**Run 1: close-up of the layout**

Region (36, 14) to (76, 54) um. Cells in grey, sequential cells in the stronger grey; small squares are vias.
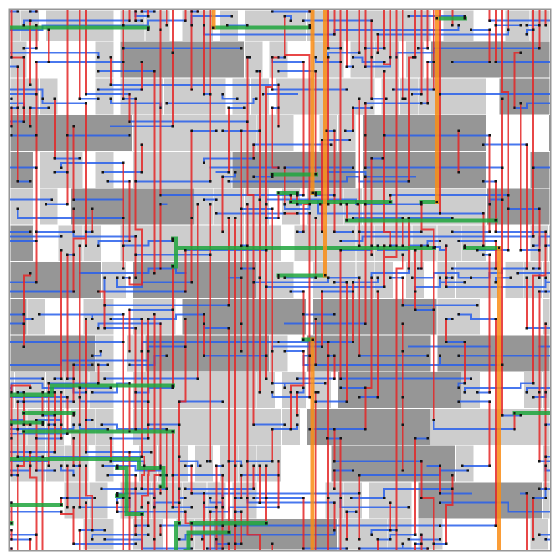
**Run 1: routed metal, one colour a layer**

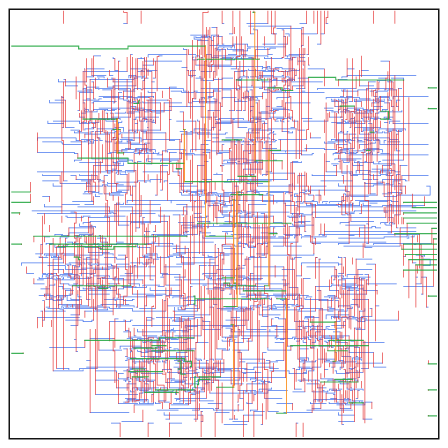
**Run 1: clock network drawn from the DEF**

The bar under the picture is 20 um long.
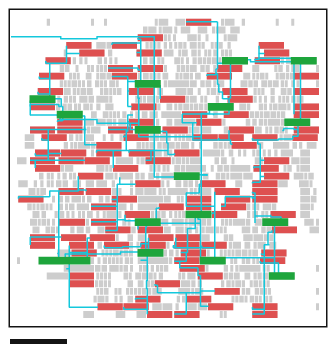
--- src/rtl/button_event_ctrl_pkg.sv ---
// rtl/button_event_ctrl_pkg.sv - register offsets, defaults and popcount helper for button_event_ctrl
package button_event_ctrl_pkg;

    localparam logic [11:0] BTN_LEVEL_OFF = 12'h000;
    localparam logic [11:0] BTN_PEVT_OFF  = 12'h004;
    localparam logic [11:0] BTN_PCNT_OFF  = 12'h008;
    localparam logic [11:0] BTN_REVT_OFF  = 12'h00C;

    localparam int DEB_CYCLES_DEFAULT = 50000;

    function automatic logic [3:0] popcount8(input logic [7:0] v);
        logic [3:0] n;
        n = '0;
        for (int i = 0; i < 8; i++) begin
            n = n + {3'b000, v[i]};
        end
        return n;
    endfunction

endpackage

--- src/rtl/button_event_ctrl_if.sv ---
// rtl/button_event_ctrl_if.sv - bridge-side register bus for button_event_ctrl
interface button_event_ctrl_if;
    logic [11:0] addr;
    logic        wen;
    logic [31:0] wdata;
    logic [31:0] rdata;

    modport master (output addr, output wen, output wdata, input rdata);
    modport slave  (input addr, input wen, input wdata, output rdata);
endinterface

--- src/rtl/button_event_ctrl_debounce.sv ---
// rtl/button_event_ctrl_debounce.sv - btn_debounce: two-flop synchroniser plus hold-time debouncer for one button
module btn_debounce
    import button_event_ctrl_pkg::*;
#(
    parameter int DEB_CYCLES = DEB_CYCLES_DEFAULT
) (
    input  logic clk,
    input  logic rst,
    input  logic btn,
    output logic stable,
    output logic rise_pulse,
    output logic fall_pulse
);
    localparam int CW = $clog2(DEB_CYCLES);
    localparam logic [CW-1:0] CNT_MAX = CW'(DEB_CYCLES - 1);

    logic          sync1_q, sync2_q;
    logic          stable_q, stable_d;
    logic [CW-1:0] cnt_q, cnt_d;

    always_comb begin
        cnt_d    = cnt_q;
        stable_d = stable_q;
        if (sync2_q == stable_q) begin
            cnt_d = '0;
        end else if (cnt_q == CNT_MAX) begin
            stable_d = sync2_q;
            cnt_d    = '0;
        end else begin
            cnt_d = cnt_q + CW'(1);
        end
    end

    always_ff @(posedge clk or negedge rst) begin
        if (!rst) begin
            sync1_q  <= 1'b0;
            sync2_q  <= 1'b0;
            stable_q <= 1'b0;
            cnt_q    <= '0;
        end else begin
            sync1_q  <= btn;
            sync2_q  <= sync1_q;
            stable_q <= stable_d;
            cnt_q    <= cnt_d;
        end
    end

    // Pulses look one edge ahead so event flags update on the same edge as stable.
    assign stable     = stable_q;
    assign rise_pulse = ~stable_q & stable_d;
    assign fall_pulse = stable_q & ~stable_d;

endmodule

--- src/rtl/button_event_ctrl.sv ---
// rtl/button_event_ctrl.sv - debounced button press-event peripheral; BTN_RELEASE_EVT_EN adds release flags at 0x00C
module button_event_ctrl
    import button_event_ctrl_pkg::*;
#(
    parameter int NBTN       = 5,
    parameter int DEB_CYCLES = DEB_CYCLES_DEFAULT,
    parameter int CNT_W      = 16
) (
    input  logic                 clk,
    input  logic                 rst,
    button_event_ctrl_if.slave   bus,
    input  logic [NBTN-1:0]      button
);
    logic [NBTN-1:0]  stable, rise, fall;
    logic [NBTN-1:0]  pevt_q, pevt_d;
    logic [CNT_W-1:0] pcnt_q, pcnt_d;
    logic [CNT_W+3:0] pcnt_sum;
    logic [11:0]      word_addr;
    logic             wr_pevt, wr_pcnt;
    logic [31:0]      rdata_w;
    logic             unused_bits;

    for (genvar gi = 0; gi < NBTN; gi++) begin : g_btn
        btn_debounce #(.DEB_CYCLES(DEB_CYCLES)) u_deb (
            .clk        (clk),
            .rst        (rst),
            .btn        (button[gi]),
            .stable     (stable[gi]),
            .rise_pulse (rise[gi]),
            .fall_pulse (fall[gi])
        );
    end

    assign word_addr   = {bus.addr[11:2], 2'b00};
    assign wr_pevt     = bus.wen && (word_addr == BTN_PEVT_OFF);
    assign wr_pcnt     = bus.wen && (word_addr == BTN_PCNT_OFF);
    assign unused_bits = ^{bus.addr[1:0], bus.wdata[31:NBTN]};

    // Set is OR-ed after the clear so a coincident press survives a W1C.
    assign pevt_d = (pevt_q & ~(wr_pevt ? bus.wdata[NBTN-1:0] : '0)) | rise;

    // Sum in a wider field so the saturation test sees the carry.
    assign pcnt_sum = (wr_pcnt ? '0 : {4'b0000, pcnt_q}) + (CNT_W+4)'(popcount8(8'(rise)));
    assign pcnt_d   = (pcnt_sum > {4'b0000, {CNT_W{1'b1}}}) ? {CNT_W{1'b1}} : pcnt_sum[CNT_W-1:0];

    always_ff @(posedge clk or negedge rst) begin
        if (!rst) begin
            pevt_q <= '0;
            pcnt_q <= '0;
        end else begin
            pevt_q <= pevt_d;
            pcnt_q <= pcnt_d;
        end
    end

`ifdef BTN_RELEASE_EVT_EN
    logic [NBTN-1:0] revt_q, revt_d;
    logic            wr_revt;

    assign wr_revt = bus.wen && (word_addr == BTN_REVT_OFF);
    assign revt_d  = (revt_q & ~(wr_revt ? bus.wdata[NBTN-1:0] : '0)) | fall;

    always_ff @(posedge clk or negedge rst) begin
        if (!rst) begin
            revt_q <= '0;
        end else begin
            revt_q <= revt_d;
        end
    end
`else
    logic unused_fall;
    assign unused_fall = ^fall;
`endif

    always_comb begin
        rdata_w = '0;
        case (word_addr)
            BTN_LEVEL_OFF: rdata_w = 32'(stable);
            BTN_PEVT_OFF:  rdata_w = 32'(pevt_q);
            BTN_PCNT_OFF:  rdata_w = 32'(pcnt_q);
`ifdef BTN_RELEASE_EVT_EN
            BTN_REVT_OFF:  rdata_w = 32'(revt_q);
`endif
            default:       rdata_w = '0;
        endcase
    end

    assign bus.rdata = rdata_w;

endmodule
--- src/flat_wrapper.sv ---
// flat-port wrapper written by rule: the top's interface ports become plain ports
module button_event_ctrl_flat import button_event_ctrl_pkg::*;
#(
    parameter int NBTN       = 5,
    parameter int DEB_CYCLES = DEB_CYCLES_DEFAULT,
    parameter int CNT_W      = 16
)
  (clk, rst, button, bus_addr, bus_wen, bus_wdata, bus_rdata);
  button_event_ctrl_if bus_i ();
  input  logic clk;
  input  logic rst;
  input  logic [NBTN-1:0] button;
  input wire logic [$bits(bus_i.addr)-1:0] bus_addr;
  input wire logic [$bits(bus_i.wen)-1:0] bus_wen;
  input wire logic [$bits(bus_i.wdata)-1:0] bus_wdata;
  output wire logic [$bits(bus_i.rdata)-1:0] bus_rdata;
  assign bus_i.addr = bus_addr;
  assign bus_i.wen = bus_wen;
  assign bus_i.wdata = bus_wdata;
  assign bus_rdata = bus_i.rdata;
  button_event_ctrl #(.NBTN(NBTN), .DEB_CYCLES(DEB_CYCLES), .CNT_W(CNT_W)) u_core (.clk(clk), .rst(rst), .bus(bus_i), .button(button));
endmodule
--- config.mk ---
export PLATFORM = sky130hd
export DESIGN_NAME = button_event_ctrl_flat
export DESIGN_NICKNAME = d
export VERILOG_FILES = /design/src/rtl/button_event_ctrl_pkg.sv /design/src/rtl/button_event_ctrl_if.sv /design/src/rtl/button_event_ctrl_debounce.sv /design/src/rtl/button_event_ctrl.sv /design/src/flat_wrapper.sv
export SDC_FILE = /design/constraint.sdc
export NUM_CORES = 1
export LEC_CHECK = 0
export ABC_AREA = 1
export CORE_MARGIN = 2
export CORE_UTILIZATION = 55
export DETAILED_ROUTE_END_ITERATION = 6
export PLACE_DENSITY = 0.8
export SETUP_SLACK_MARGIN = 0.5
export SLEW_MARGIN = 25
export SYNTH_ARGS = -nofsm -noshare
export SYNTH_HDL_FRONTEND = slang
export SYNTH_SLANG_ARGS = --single-unit
--- constraint.sdc ---
create_clock -name clk -period 5.05 [get_ports clk]
set_input_delay 1.01 -clock clk [delete_from_list [all_inputs] [get_ports clk]]
set_output_delay 1.01 -clock clk [all_outputs]
set_load 0.01 [all_outputs]
==> flow_summary.yaml, run 1 <==
# yosys + openroad results
worst_setup_path:
  timing.rr.end: "u_core.pcnt_q[9]$_DFF_PN0_"
  cp_slowest_cell: "fa_1"
  r2r_cells: 18
  cp_max_fo: 7
  startpoint_type: "flop"
  path_depth: 18
  crit_start: "u_core.g_btn[1].u_deb.cnt_q[10]$_DFF_PN0_"
  critPathMaxStageDelay_ns: 0.50
die:
  die_area_sq_um: 12500
  coreArea_sq_um: 11400
  ioPinCount: 84
drt:
  drt_first_pass_iters: 5
  dr_wl_met3_um: 730
  drtIter0Drc: 356
  dr.max_layer_used: "met4"
yosys:
  yosys_cells: 780
  netlist_area_sq_um: 6390
  adder_share_pct: 2.90
  ys_sh_aoi_pct: 5.68
  syn_inst: 780
  syn_avg_cell_area_sq_um: 8.19
  top_cell_area_share_pct: 45.4
final_timing:
  worst_pin_slew_ns: 0.692
  final_hold_viol_count: 0
  tns_ns: 0
  fin_crit_ns: 4.37
  grt_setup_unrepaired: "false"
  max_freq_mhz: 229
place:
  pre_cts_slack_ns: 0.455
  gp_congestion: 0.860
status:
  outcome: "finished, final reports clean"
run:
  log.warning_count: 55
global_route:
  overflow: 0
  use_met1_pct: 28.0
  grt_pass1_vias: 5103
power_and_ir_drop:
  power_density_nw_per_um2: 293
  p_total_mw: 2.21
  p_comb_share_pct: 4.0
  clk-power_mw: 1.17
  peakVddDrop_mv: 0.363
  power.leakage_nw: 3.36
final_layout:
  antenna_cells: 0
  drive_above_1_share_pct: 11.4
cts:
  clock_latency_ns: 0.41
worst_hold_path:
  hp-class: "reg2reg"
## Picture notes: 'close-up of the layout'
[met2] red
[met4] orange
[met3] green
[met1] blue
cells with their middle in the window: 142
netlist names of flops here include: `u_core.g_btn.u_deb.cnt_q` (14), `u_core.g_btn.u_deb.stable` (2), `u_core.pevt_q` (2)
most frequent: nand2_1 (24), inv_1 (24), dfrtp_1 (21)
sequential cells in the window: 21

## Picture notes: 'routed metal, one colour a layer'
[met4] orange | wire length: 254 um
[met3] green | wire length: 730 um
[met2] red | wire length: 6870 um
[met1] blue | wire length: 5760 um
vias post-DR: 5351
WL final: 13600 um
drt wl/cell: 13.7 um
total track usage: 22.9%

## Picture notes: 'clock network drawn from the DEF'
[cells driving clock nets] green | count: 17
[clock wires] cyan | length: 1500 um
[flip-flops] red | count: 116
routed clock nets: 18
flops lie: spread over the die
Clock power frac: 52.7%
Fin Clk Skew: 0.00756 ns

[run 1: kinds of logic after synthesis]
kind of cell,Yosys count
xor gates and xnor gates,28
and+or+nand+nor,421
buffers and inverters,136
other,1
adders and majority gates,13
DFF,116
AOI/OAI and AO/OA,65
[run 1: timing repair]
action                     CTS  global route
setup endpoints to repair   16            16
gates cloned                 0             1
resized                      1            16
setup buffers                4             2
pin swaps                    0             5
hold buffers                 0             0
[run 1: synth_stat cells (all sizes together)]
cell type and count:
nor3b 6, or2 2, nand2 140, nor4 14
a31o 1, ha 10, nand4 34, a31oi 5
nand3 67, and3 1, nor2 125, o21ai 22
o211ai 3, inv 112, buf 22, a21boi 2
a21oi 26, dfrtp 116, conb 1, a211oi 2
xnor2 8, o21bai 2, nor3 32, xor2 20
o21a 2, clkbuf 2, fa 3
[run 1: sequential cells by signal (all words and copies together), names as in the netlist]
register                    count
u_core.g_btn.u_deb.cnt_q       80
u_core.pcnt_q                  16
u_core.g_btn.u_deb.stable       5
u_core.g_btn.u_deb.sync1_q      5
u_core.g_btn.u_deb.sync2_q      5
u_core.pevt_q                   5
[run 1: layout make-up]
cell class | count | area (sq um) | area share [%]
multi-input combinational | 544 | 3020 | 40.0
clock inverter | 9 | 103 | 1.36
sequential | 116 | 2900 | 38.5
inverter | 112 | 420 | 5.57
tap | 143 | 179 | 2.37
timing repair buffer | 46 | 442 | 5.85
clock buffer | 23 | 478 | 6.33
[run 1: metrics by stage]
stage / area, sq um / instances
3_5_place_dp: 6830 / 954
5_1_grt: 7550 / 993
3_3_place_gp: 6830 / 954
6_report: 7550 / 993
2_1_floorplan: 6450 / 795
4_1_cts: 7450 / 990
## Run 2: what changed since run 1
Settings changed: GPL_ROUTABILITY_DRIVEN set to 0.
**Run 2: clock network drawn from the DEF**

The bar under the picture is 20 um long.
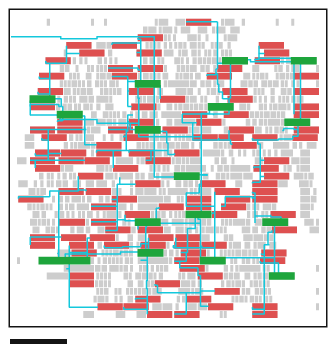
[clock wires] cyan | length: 1500 um
[flip-flops] red | count: 116
[cells driving clock nets] green | count: 17
flops lie: spread over the die
routed clock nets: 18
clock latency on the worst-skew pair: 0.41 ns
Clock group: 1.17 mW

**Run 2: routed metal, one colour a layer**

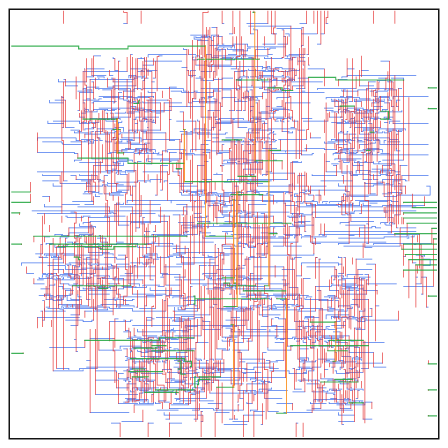
[met2] red | wire length: 6870 um
[met3] green | wire length: 730 um
[met1] blue | wire length: 5760 um
[met4] orange | wire length: 254 um

**Run 2: cell placement**

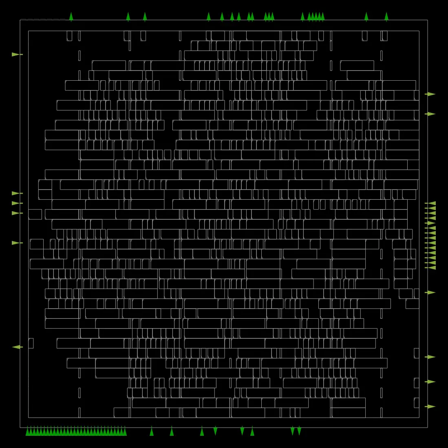
final std cells w/o fill: 993
FF+latch count: 116
core region area: 11400 sq um
FILL cells: 874

==> run 2 against run 1 <==
Against the previous run:
- final cell count did not move
- combinational power barely moved
- worst hold slack did not move
- critical path depth did not move
- area after synthesis did not move
- register-to-register slack barely moved
- die area did not move
- largest power group unchanged
- highest routed layer unchanged
==> flow_summary.yaml, run 2 <==
# yosys + openroad results
status:
  outcome: "finished, final reports clean"
power_and_ir_drop:
  power.leakage_nw: 3.36
  p_total_mw: 2.21
  power_density_nw_per_um2: 293
drt:
  drtIter0Drc: 356
  drt_first_pass_iters: 5
final_timing:
  clock_skew_ns: 0.00756
  grt_setup_unrepaired: "false"
  tns_ns: 0
  max_freq_mhz: 229
  final_hold_viol_count: 0
  fin_crit_ns: 4.37
yosys:
  top_cells_by_count: "nand2_1 (128), dfrtp_1 (116), inv_1 (111), nor2_1 (110), nand3_1 (65)"
  yosys_cells: 780
  netlist_area_sq_um: 6390
  synth-edff-count: 0
  top_cell_area_share_pct: 45.4
  syn_avg_cell_area_sq_um: 8.19
worst_setup_path:
  r2r_cells: 18
  timing.rr.end: "u_core.pcnt_q[9]$_DFF_PN0_"
  startpoint_type: "flop"
  cp_max_fo: 7
  crit_start: "u_core.g_btn[1].u_deb.cnt_q[10]$_DFF_PN0_"
die:
  die_area_sq_um: 12500
  ioPinCount: 84
final_layout:
  comb_area_sq_um: 3020
  largest_reg_flops: 80
  final_area_sq_um: 7550
  top_register: "u_core.g_btn.u_deb.cnt_q"
  layout_top_registers: "u_core.g_btn.u_deb.cnt_q x80, u_core.pcnt_q x16"
run:
  log.warning_count: 55
global_route:
  grt_pass1_vias: 5103
place:
  pre_cts_slack_ns: 0.455
run 2: cell counts after synthesis:
Identical to the previous run, type by type.
run 2: cell families after synthesis:
kind of cell | synth area share, %
buffers and inverters | 9.51
adders and majority gates | 2.90
AOI/OAI and AO/OA | 5.68
DFF | 45.4
xor gates and xnor gates | 3.84
and+or+nand+nor | 32.6
other | 0.0587
run 2: cell type report:
class / count / area share (%)
Inverter: 112 / 5.57
Clock buffer: 23 / 6.33
Clock inverter: 9 / 1.36
Tap cell: 143 / 2.37
Multi-Input combinational cell: 544 / 40.0
Timing Repair Buffer: 46 / 5.85
Sequential cell: 116 / 38.5
run 2: worst max-delay path, stage by stage (launching register included):
cell     delay (ns)
dfrtp_1        0.48
nor4_4         0.36
nand4_1        0.20
nor2_1         0.16
ha_1           0.24
inv_1          0.07
fa_1           0.41
inv_1          0.07
ha_1           0.14
inv_1          0.05
fa_1           0.50
fa_1           0.46
or2_1          0.28
nand2_2        0.11
nand4_4        0.17
nor2_8         0.20
nand4_4        0.12
buf_4          0.20
nand3_1        0.08
run 2: per-stage QoR:
stage                     utilization, %  instances  hold slack (ns)
after floorplan                        -        795            0.331
after global placement              60.1        954            0.334
after detailed placement            60.1        954            0.336
after CTS                           65.5        990            0.346
after global routing                66.4        993            0.352
final                               66.4        993            0.345
run 2: timing repair:
item / CTS / global route
setup endpoints to repair: 16 / 16
pin swaps: 0 / 5
hold buffers: 0 / 0
gates resized: 1 / 16
gates cloned: 0 / 1
buffers inserted: 4 / 2
run 2: routing by layer:
metal / vias to the layer above / share of wire [%] / wire, um / track usage (%)
met5: - / 0 / 0 / 0
met4: 0 / 1.9 / 254 / 9.55
met3: 23 / 5.4 / 730 / 6.70
met2: 149 / 50 / 6870 / 37.9
met1: 2550 / 42 / 5760 / 28.0
li1: 2629 / - / - / -
**Run 2: close-up of the layout**

Region (36, 14) to (76, 54) um. Cells in grey, sequential cells in the stronger grey; small squares are vias.
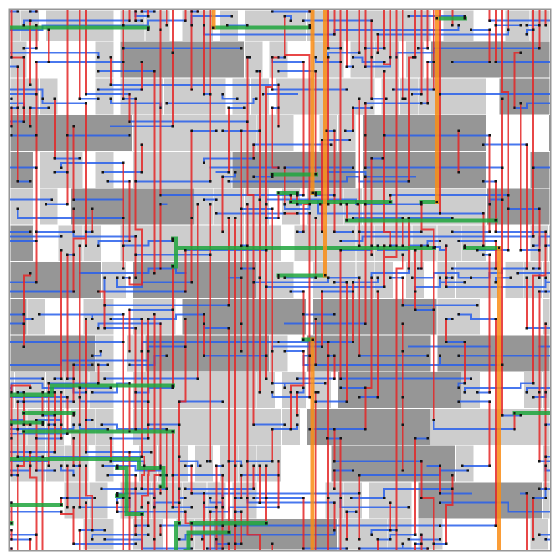

## Run 3: what changed since run 2
Settings changed: CORE_UTILIZATION 55 to 30, CTS_BUF_LIST set to sky130_fd_sc_hd__clkbuf_8 sky130_fd_sc_hd__clkbuf_16, CTS_CLUSTER_DIAMETER set to 60, PLACE_DENSITY 0.8 to unset.
**Run 3: close-up of the layout**

Region (55, 25) to (95, 65) um. Cells in grey, sequential cells in the stronger grey; small squares are vias.
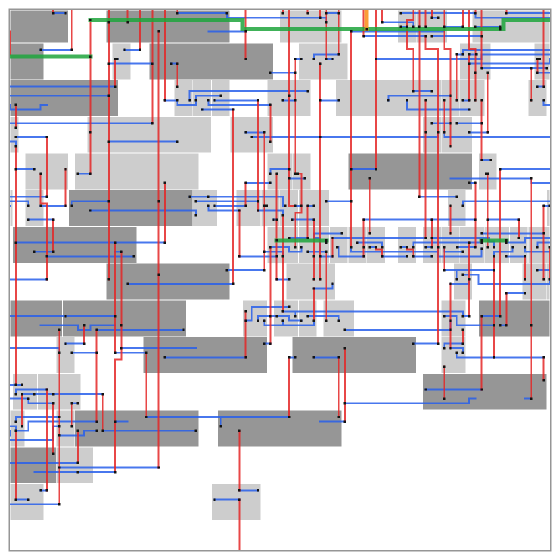
[met4] orange
[met2] red
[met3] green
[met1] blue
cells with their middle in the window: 75
most frequent: dfrtp_1 (14), nor2_1 (10), nand2_1 (8)
netlist names of flops here include: `u_core.g_btn.u_deb.cnt_q` (11)
sequential cells in the window: 14

**Run 3: cell placement**

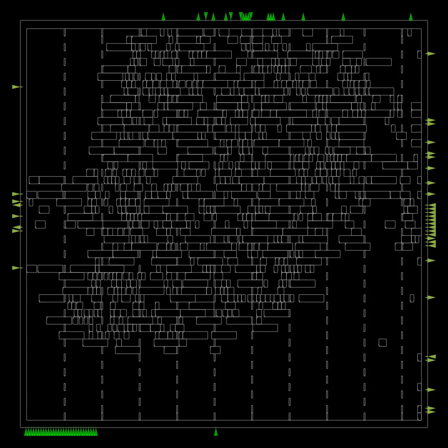
FILL cells: 2149
sequential share of cell area: 37.4%
final std cells w/o fill: 1125
core region area: 21000 sq um
# rows: 53

**Run 3: signal wires on met3**

The bar under the picture is 50 um long.
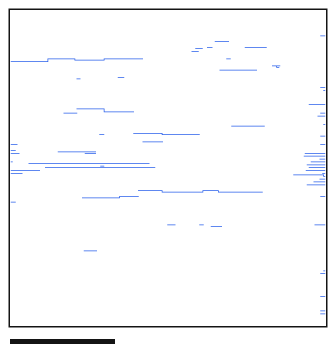
nets with wire on the layer: 54
share of all routed wire: 4.4%
main direction: horizontal
wire length on this layer: 608 um
WL final: 13900 um
vias post-DR: 5208
M3 GR Usage: 3.69%

==> run 3 against run 2 <==
Against the previous run:
- wire length grew 2.2%
- final cell count increased by 13%
- register-to-register slack improved by 0.13 ns
- critical path depth down 1
- critical endpoint unchanged
- largest cell class unchanged
- highest routed layer unchanged
==> flow_summary.yaml, run 3 <==
# yosys + openroad results
run:
  log.warning_count: 55
drt:
  wl_met2_um: 6370
  drtIter0Drc: 273
  wl_met1_um: 6850
  drt_first_pass_iters: 5
  dr.max_layer_used: "met4"
die:
  ioPinCount: 84
  die_area_sq_um: 22500
status:
  outcome: "finished, final reports clean"
yosys:
  top_cell_area_share_pct: 45.4
  netlist_area_sq_um: 6390
  top_cells_by_count: "nand2_1 (128), dfrtp_1 (116), inv_1 (111), nor2_1 (110), nand3_1 (65)"
final_timing:
  final_hold_viol_count: 0
  tns_ns: 0
  grt_setup_unrepaired: "false"
worst_setup_path:
  path_depth: 17
  cp_slowest_cell: "fa_1"
  timing.rr.end: "u_core.pcnt_q[9]$_DFF_PN0_"
place:
  place_inst: 1087
power_and_ir_drop:
  p_total_mw: 2.36
-- run 3: cell counts after synthesis --
No cell type changed its count.
-- run 3: repair_timing --
| action | in CTS | in global routing |
|---|---|---|
| pin swaps | 0 | 7 |
| gates cloned | 0 | 2 |
| setup endpoints to repair | 10 | 16 |
| buffers inserted | 2 | 4 |
| gates resized | 0 | 12 |
-- run 3: logic make-up after synthesis --
| group | synth area share, % |
|---|---|
| buf+inv | 9.51 |
| other cells | 0.0587 |
| simple gates | 32.6 |
| flops | 45.4 |
| xor+xnor | 3.84 |
| fa+ha+maj | 2.90 |
| compound gates | 5.68 |
-- run 3: final cells by class --
class	instances	area [sq um]	share of cell area, %
tap	275	344	4.43
multi-input combinational	545	3000	38.6
sequential	116	2900	37.4
timing repair buffer	47	458	5.89
clock inverter	10	180	2.32
inverter	112	420	5.41
clock buffer	20	467	6.01
-- run 3: report_power, final --
part / switching (mW) / total [mW] / internal, mW
registers: 0.0108 / 0.956 / 0.945
clock network: 0.414 / 1.32 / 0.906
logic: 0.0563 / 0.0884 / 0.0321
-- run 3: per-stage QoR --
stage	setup slack, ns	instance area, sq um
detailed placement	0.505	7000
floorplan	1.03	6450
CTS	0.628	7680
global route	0.488	7770
finish	0.809	7770
global placement	0.547	7000
-- run 3: per-layer routing --
layer	track usage, %	vias up
met5	0	-
met4	3.63	0
met3	3.69	9
met2	21.1	87
met1	18.2	2474
li1	-	2638
Power figures rest on the tool's default switching activity, not on a simulated workload.
